**Run 1: gate families picked out**

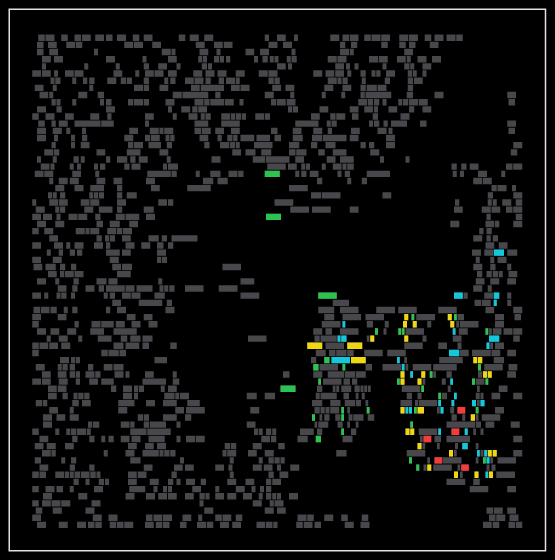
**Run 1: where the registers sit**

Bar = 50 um. Other sequential cells in the stronger grey, the rest of the logic in the fainter grey.
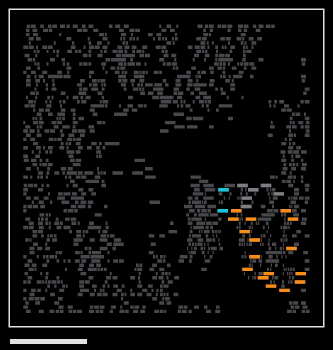
**Run 1: routing congestion**

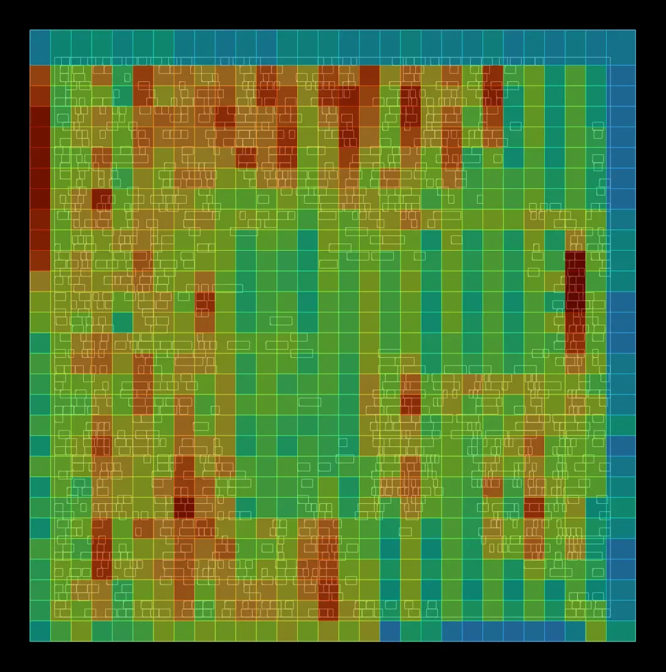
**Run 1: met2 routing**

Bar = 50 um.
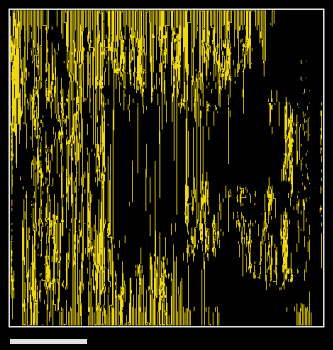
--- src/rtl/crc_dec_arbiter.sv ---
// Round-robin front-end sharing one two-stage CRC-64 decoder among NREQ requesters.
// Tracks codeword ownership through the decoder pipeline and counts errored responses.
module crc_dec_arbiter #(
    parameter int unsigned NREQ = 4,
    parameter int unsigned IDW  = 2,
    parameter int unsigned CNTW = 16
) (
    input  logic                 clk,
    input  logic                 reset_n,
    input  logic [NREQ-1:0]      req_valid,
    input  logic [NREQ*70-1:0]   req_code,
    output logic [NREQ-1:0]      req_ready,
    output logic                 dec_enable,
    output logic [69:0]          dec_code,
    input  logic [63:0]          dec_data,
    input  logic                 dec_haserr,
    output logic                 rsp_valid,
    input  logic                 rsp_ready,
    output logic [IDW-1:0]       rsp_id,
    output logic [63:0]          rsp_data,
    output logic                 rsp_err,
    input  logic                 clr_count,
    output logic [CNTW-1:0]      err_count,
    output logic                 busy
);

    localparam int unsigned CW = 70;

    logic            valid1, valid2;
    logic [IDW-1:0]  id1, id2;
    logic [IDW-1:0]  ptr;
    logic            advance;
    logic            grant_any;
    logic [IDW-1:0]  win;
    logic [IDW-1:0]  idx;

    // Round-robin search starting just above the last winner; no grant while stalled or in reset.
    always_comb begin
        advance   = !valid2 || rsp_ready;
        grant_any = 1'b0;
        win       = '0;
        idx       = '0;
        for (int unsigned k = 1; k <= NREQ; k++) begin
            idx = IDW'((32'(ptr) + k) % NREQ);
            if (!grant_any && req_valid[idx]) begin
                grant_any = 1'b1;
                win       = idx;
            end
        end
        if (!reset_n || !advance) begin
            grant_any = 1'b0;
            win       = '0;
        end
    end

    // Grant steering; an idle slot feeds the decoder an all-zero codeword.
    always_comb begin
        dec_enable = reset_n && advance;
        req_ready  = '0;
        dec_code   = '0;
        for (int unsigned i = 0; i < NREQ; i++) begin
            if (grant_any && (win == IDW'(i))) begin
                req_ready[i] = 1'b1;
                dec_code     = req_code[CW*i +: CW];
            end
        end
    end

    // Tag pipeline mirrors the decoder's codeword and output registers and freezes with it.
    always_ff @(posedge clk) begin
        if (!reset_n) begin
            valid1 <= 1'b0;
            valid2 <= 1'b0;
            id1    <= '0;
            id2    <= '0;
            ptr    <= IDW'(NREQ - 1);
        end else if (advance) begin
            valid1 <= grant_any;
            id1    <= win;
            valid2 <= valid1;
            id2    <= id1;
            if (grant_any) begin
                ptr <= win;
            end
        end
    end

    // Saturating count of errored responses; clear wins over a same-cycle increment.
    always_ff @(posedge clk) begin
        if (!reset_n) begin
            err_count <= '0;
        end else if (clr_count) begin
            err_count <= '0;
        end else if (rsp_valid && rsp_ready && rsp_err && (err_count != {CNTW{1'b1}})) begin
            err_count <= err_count + CNTW'(1);
        end
    end

    assign rsp_valid = valid2;
    assign rsp_id    = id2;
    assign rsp_data  = dec_data;
    assign rsp_err   = dec_haserr;
    assign busy      = valid1 | valid2;

endmodule

--- config.mk ---
export PLATFORM = sky130hd
export DESIGN_NAME = crc_dec_arbiter
export DESIGN_NICKNAME = d
export VERILOG_FILES = /design/src/rtl/crc_dec_arbiter.sv
export SDC_FILE = /design/constraint.sdc
export NUM_CORES = 1
export LEC_CHECK = 0
export ABC_AREA = 1
export CORE_AREA = 8 8 195 197
export DETAILED_ROUTE_END_ITERATION = 6
export DIE_AREA = 0 0 203 205
export GPL_TIMING_DRIVEN = 0
export PLACE_DENSITY = 0.4
export SLEW_MARGIN = 15
export SYNTH_ARGS = -nofsm -noshare
export SYNTH_HDL_FRONTEND = slang
export SYNTH_SLANG_ARGS = --single-unit
--- constraint.sdc ---
create_clock -name clk -period 3.4 [get_ports clk]
set_input_delay 1.02 -clock clk [delete_from_list [all_inputs] [get_ports clk]]
set_output_delay 1.02 -clock clk [all_outputs]
set_load 0.01 [all_outputs]
==> run notes, run 1 <==
run results: final hold vios 0, Hold Path End rsp_id[1], post-DR vias/cell 4.42, Yosys reg bits 24, Area Growth Syn to Fin 158%, fp_density 12.2%, comb area leader simple AND/OR/NAND/NOR gates, clock tree cell share of total cell area 0.958%, distinct lib cells 31, TritonCTS clock tree yes, status finished with violations, synthesized cell area 4250 um2, Max stage delay on crit path 0.23 ns, post-detail-place hpwl 31200 um, Crit Path Class in -> out, antenna cell count 5, Rel. slew slack between 50% and 60%, Routed Wire Length between 30000 and 40000 um, cells on worst reg2reg path 11, Placer Congestion between 0.8 and 0.9, DP Worst Slack -1.89 ns, WHS Path Cells 2, largest net degree at the start of global routing 15, die width 203 um, nets@finish about 1600, design area 11000 um2, # port buffers 448, wire per inst 23.2 um, fraction of area in registers 4.38%, post-cts hold buffer count 0, sequential-to-total area share from yosys stat between 10% and 20%, fin crit period about 3.7 ns, Setup TNS -15.89 ns, Layout Cells excl Fill roughly 1700, FF-to-FF setup slack around 1.2 ns, HP Start id1[1], combinational gate area 3330 um2, Latency at later pin 0.26 ns, adder share 0.294%, post-synthesis chip area from yosys 4250 um2, XORs/XNORs by Area 1.03%, Flop Count 24, Ys Warns 0, initial antenna violation count 8, vias in the first global route between 7000 and 8000, post-route ant nets 0, Critical Path Start Type input port, gate count after technology mapping 706, Die Height 205 um, global-route wire length before repair 54000 um, bufs w/o clock 619, arrival time of the worst setup path 2.69 ns, Top Usage Layer GRT met2, DR iter-0 viols between 200 and 300, Mapped Avg Cell Area roughly 6 um2, Comb/total area 30.4%, largest class buffers, MI comb cells 518, Worst Hold Margin around 0.48 ns, Root Buffer clkbuf_16, max cap viols 0, Hold Crit Class reg -> reg, failing checks negative setup slack, R2R Path End err_count[5], mux share of post-synthesis cell area 0%, grt ovf 0, Synth Area in Simple Gates a little under 60%, FP Rows just under 70, data required time at the worst endpoint around 2.4 ns, Slew @ Worst Pin between 0.6 and 0.7 ns, layout cells sized above 1 between 30% and 40%, Nets at Floorplan between 1000 and 1500, Max Clk Rate approximately 270 MHz, Critical-path top delay cell a21oi_4, clock slew seen by the registers of the worst setup and hold paths 0.07 ns, RSZ-0062 raised after global routing yes, Global Route Usage Sum 17.1%, placed cell area approximately 9300 um2, # DRC 0, Final setup viols 74, Logic inverters 33, CTS max path bufs 2, worst r2r src err_count[0], Worst setup EP type output port, ao+oa area frac 3.97%, Core Box Area 35000 um2, crit path buf inv count 5, critical path depth in cells 14, Well Taps 461, # fillers a little under 4000, CP top delay family buffers and inverters, period utilisation layout 109%, Placed Cells 1615, htree depth 1, TritonCTS buffer count 3, Final Worst Setup Slack -0.309 ns, CP startpoint req_valid[3], Max Slew Vio Count 0, NonClk Buf Share 57.2%, Crit path top cell by count nand2_4
About 'gate families picked out':
Key: green = inv cells [cells 33]; yellow = aoi and oai cells [cells 31]; cyan = nor cells [cells 31]; red = xor and xnor cells [cells 5, where lower right]

About 'where the registers sit':
Key: cyan = `ptr` [flops 2]; orange = `err_count` [flops 16, where lower right]
Another 6 sequential cells are not coloured.

About 'routing congestion':
Final Util: 31.4%
GR Util met1: 18.8%
GR Layer Usage met2: 31.5%
met3 Use GR: 5.65%

About 'met2 routing':
The layer carries 20.3 mm of wire. The longest straight run is 103 um.

[run 1: cell usage in the layout (no fill, tap or decap), types with 8 or more instances in the layout]
cell               n
buf_6             36
dfxtp_1           24
nor2_1            21
nand3_2           49
buf_2             55
buf_12            20
buf_4             97
o21ai_0           14
buf_8             19
clkdlybuf4s50_1  368
inv_2              8
a21oi_1           13
inv_1             17
nand2_2           11
nand4_1          147
clkbuf_16         14
nand3_4           13
nand2_4           10
nand2_1           46
nand3_1          169
[run 1: what timing repair did]
item	CTS	global route
buffers inserted	26	4
cloned	13	3
setup endpoints to repair	75	74
gates resized	582	91
pin swaps	62	59
[run 1: synth_stat cells]
cell      count  area, um2
xor2_1        2       17.5
clkbuf_1     18       67.6
nand2_4       3       33.8
ha_1          1       12.5
nor4_1        1       6.26
clkinv_1      1       3.75
nor2_1       26       97.6
nand3_1     228       1140
inv_1        24       90.1
buf_1         3       11.3
nand4_1     147        920
xnor2_1       3       26.3
a21oi_1      15       75.1
dfxtp_1      24        480
o21ai_0      14       70.1
buf_6         8       90.1
buf_2        28        140
nor3_2        1       10.0
nor3_1        2       10.0
nand2_2       3       18.8
a211oi_1      1       7.51
nor2_8        1       20.0
buf_12        1       20.0
buf_4        75        563
o21ai_2       1       8.76
nand3b_1      1       7.51
nand2_1      63        236
o21a_1        1       7.51
inv_2         6       22.5
inv_4         1       6.26
nand3_2       3       30.0
[run 1: sequential cells by signal, indices dropped and copies added, names as in the netlist]
signal,count
err_count,16
id1,2
ptr,2
rsp_id,2
rsp_valid,1
valid1,1
[run 1: per-layer routing]
metal | part of all wire [%] | up-vias
met5 | 0.14 | -
met4 | 1.4 | 8
met3 | 8.3 | 32
met2 | 53 | 295
met1 | 38 | 3492
li1 | - | 3534
==> run 2: changes to the inputs <==
--- a/config.mk
+++ b/config.mk
@@ -5,12 +5,11 @@
 export SDC_FILE = /design/constraint.sdc
 export NUM_CORES = 1
 export LEC_CHECK = 0
-export ABC_AREA = 1
-export CORE_AREA = 8 8 195 197
+export CORE_AREA = 8 8 191 193
 export DETAILED_ROUTE_END_ITERATION = 6
-export DIE_AREA = 0 0 203 205
+export DIE_AREA = 0 0 199 201
 export GPL_TIMING_DRIVEN = 0
-export PLACE_DENSITY = 0.4
+export PLACE_DENSITY = 0.38
 export SLEW_MARGIN = 15
 export SYNTH_ARGS = -nofsm -noshare
 export SYNTH_HDL_FRONTEND = slang
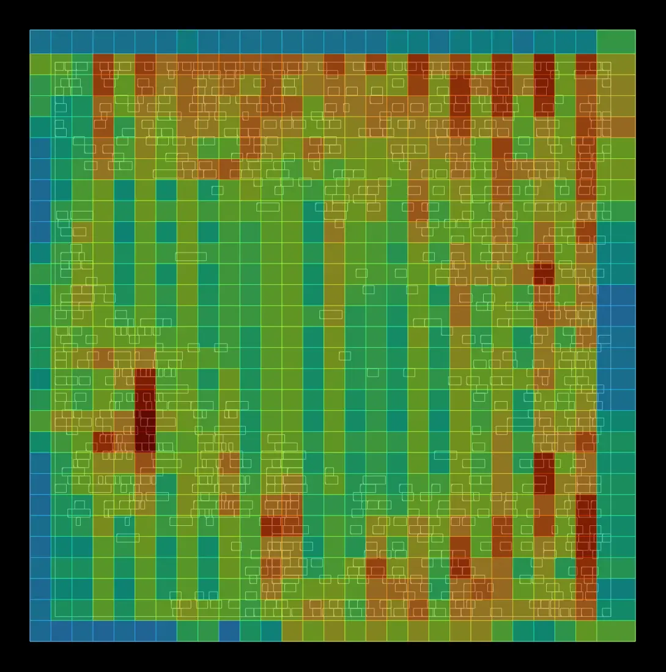
**Above:** run 2 (routing congestion).
Global Route Usage Sum: 16.3%
wire per inst: 26.5 um
GR Layer Usage met2: 30.5%

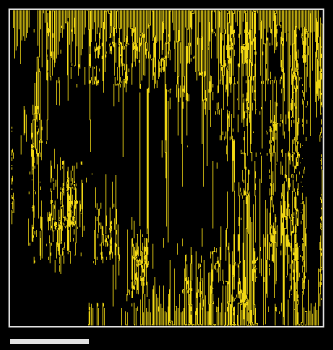
**Above:** run 2 (met2 routing).
Bar = 50 um.
The wires run mostly vertical. 1088 nets have wire on it.

==> run notes, run 2 <==
run results: status finished with violations, failing checks negative setup slack, Root Buffer clkbuf_16, Critical Path Start Type input port, Synth Area in Simple Gates a little under an eighth, met3 WL about 2700 um, critical path depth in cells 10, Core Box Area 33300 um2, Crit path top cell by count buf_12, Hold Crit Class reg -> reg, Max Clk Rate 260 MHz, leading area contributor after synthesis o221a_1, period utilisation layout 113%, Layout Cells excl Fill 1334, HP Start id1[0], Nets at Floorplan 753, # port buffers 448, post-cts hold buffer count 0, CTS max path bufs 2, post-route ant nets 0, Crit Path Class in -> out, post-DR vias/cell 4.11, met1 WL between 10000 and 15000 um, Top reg by flops err_count, Slew @ Worst Pin between 0.4 and 0.5 ns, top cells, area o221a_1, a221o_1, buf_4, largest net degree at the start of global routing 15, design area 9320 um2, max cap viols 0, Setup TNS -26.78 ns, Die Height 201 um, post-detail-place hpwl slightly above 30000 um, Max Slew Vio Count 0, # fillers 3576, Worst Hold Margin ~0.47 ns, Final Worst Setup Slack -0.449 ns, gate count after technology mapping 399, nets@finish 1237, mux share of post-synthesis cell area 0.871%, dominant logic cell type in the layout clkdlybuf4s50_1, vias in the first global route a little under 6000, Commonest flop dfxtp_1, WHS Path Cells 2, fp_density 10.4%, Largest register FFs 16, FP Rows 67, Top Metal Used met5, initial antenna violation count 7, adder share 0.363%, ao+oa area frac 49.8%, htree depth 1, arrival time of the worst setup path 2.83 ns, TritonCTS clock tree yes, Routed Wire Length 35400 um, most common cell in the netlist a221o_1, Final setup viols 72, # DRC 0, DR iter-0 viols 196, ranking of synthesized cells by instance count a221o_1, o221a_1, buf_4, Critical-path top delay cell or4_4, Rel. slew slack 66.3%, placed cell area 8500 um2, DP Worst Slack -2.06 ns, RSZ-0062 raised after global routing yes, fin crit period 3.85 ns, sequential-to-total area share from yosys stat 13.9%, Final Util 28.0%, global-route wire length before repair 47400 um, worst r2r src err_count[12], Placer Congestion around 0.9, Ys Warns 0, Worst setup EP type output port, Placed Cells around 1300, final hold vios 0, XORs/XNORs by Area 2.54%, TritonCTS buffer count 3
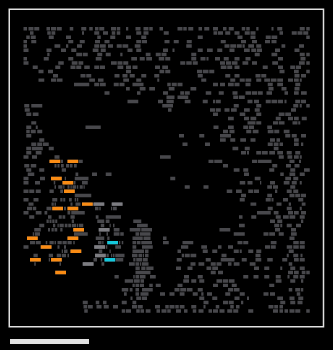
**Above:** run 2 (where the registers sit).
Bar = 50 um. Other sequential cells in the stronger grey, the rest of the logic in the fainter grey.
Key: cyan = `ptr` [flops 2]; orange = `err_count` [flops 16]
Another 6 sequential cells are not coloured.

==> run 2: area by class of cell <==
cell class                      count  share of cell area, %
Antenna cell                        4                  0.107
Clock buffer                        3                  0.805
Inverter                            4                  0.161
Timing Repair Buffer              481                   51.3
Buffer                            106                   10.3
Clock inverter                      1                  0.322
Sequential cell                    24                   5.15
Tap cell                          448                   6.01
Multi-Input combinational cell    263                   25.8
==> run 2: timing repair <==
action	in CTS	in global routing
setup buffers	20	10
gates resized	465	45
gates cloned	3	1
setup endpoints to repair	75	74
pin swaps	12	8
==> run 2: layer usage <==
layer / vias up / global-route usage, %
met1: 2622 / 18.0
met3: 21 / 4.76
met2: 247 / 30.5
li1: 2581 / -
met5: - / 0
met4: 6 / 2.44
==> run 2: worst register-to-register path, cell delays in order (launching register included) <==
cell and delay (ns):
dfxtp_1 0.47, and4_1 0.23, clkbuf_1 0.28, nand4_1 0.29, o21ai_1 0.33, mux2i_1 0.22
nor2_1 0.05
==> run 2: logic make-up after synthesis <==
family,count (synthesis)
buf+inv,112
compound gates,171
xor+xnor,10
fa+ha+maj,1
mux,3
flops,24
simple gates,78
==> run 2: path summary, 6_finish.rpt <==
path             endpoint  slack (ns)
max          dec_code[26]       -0.45
min                id1[0]        0.47
max reg2reg  err_count[1]        1.40
min reg2reg        id1[0]        0.47
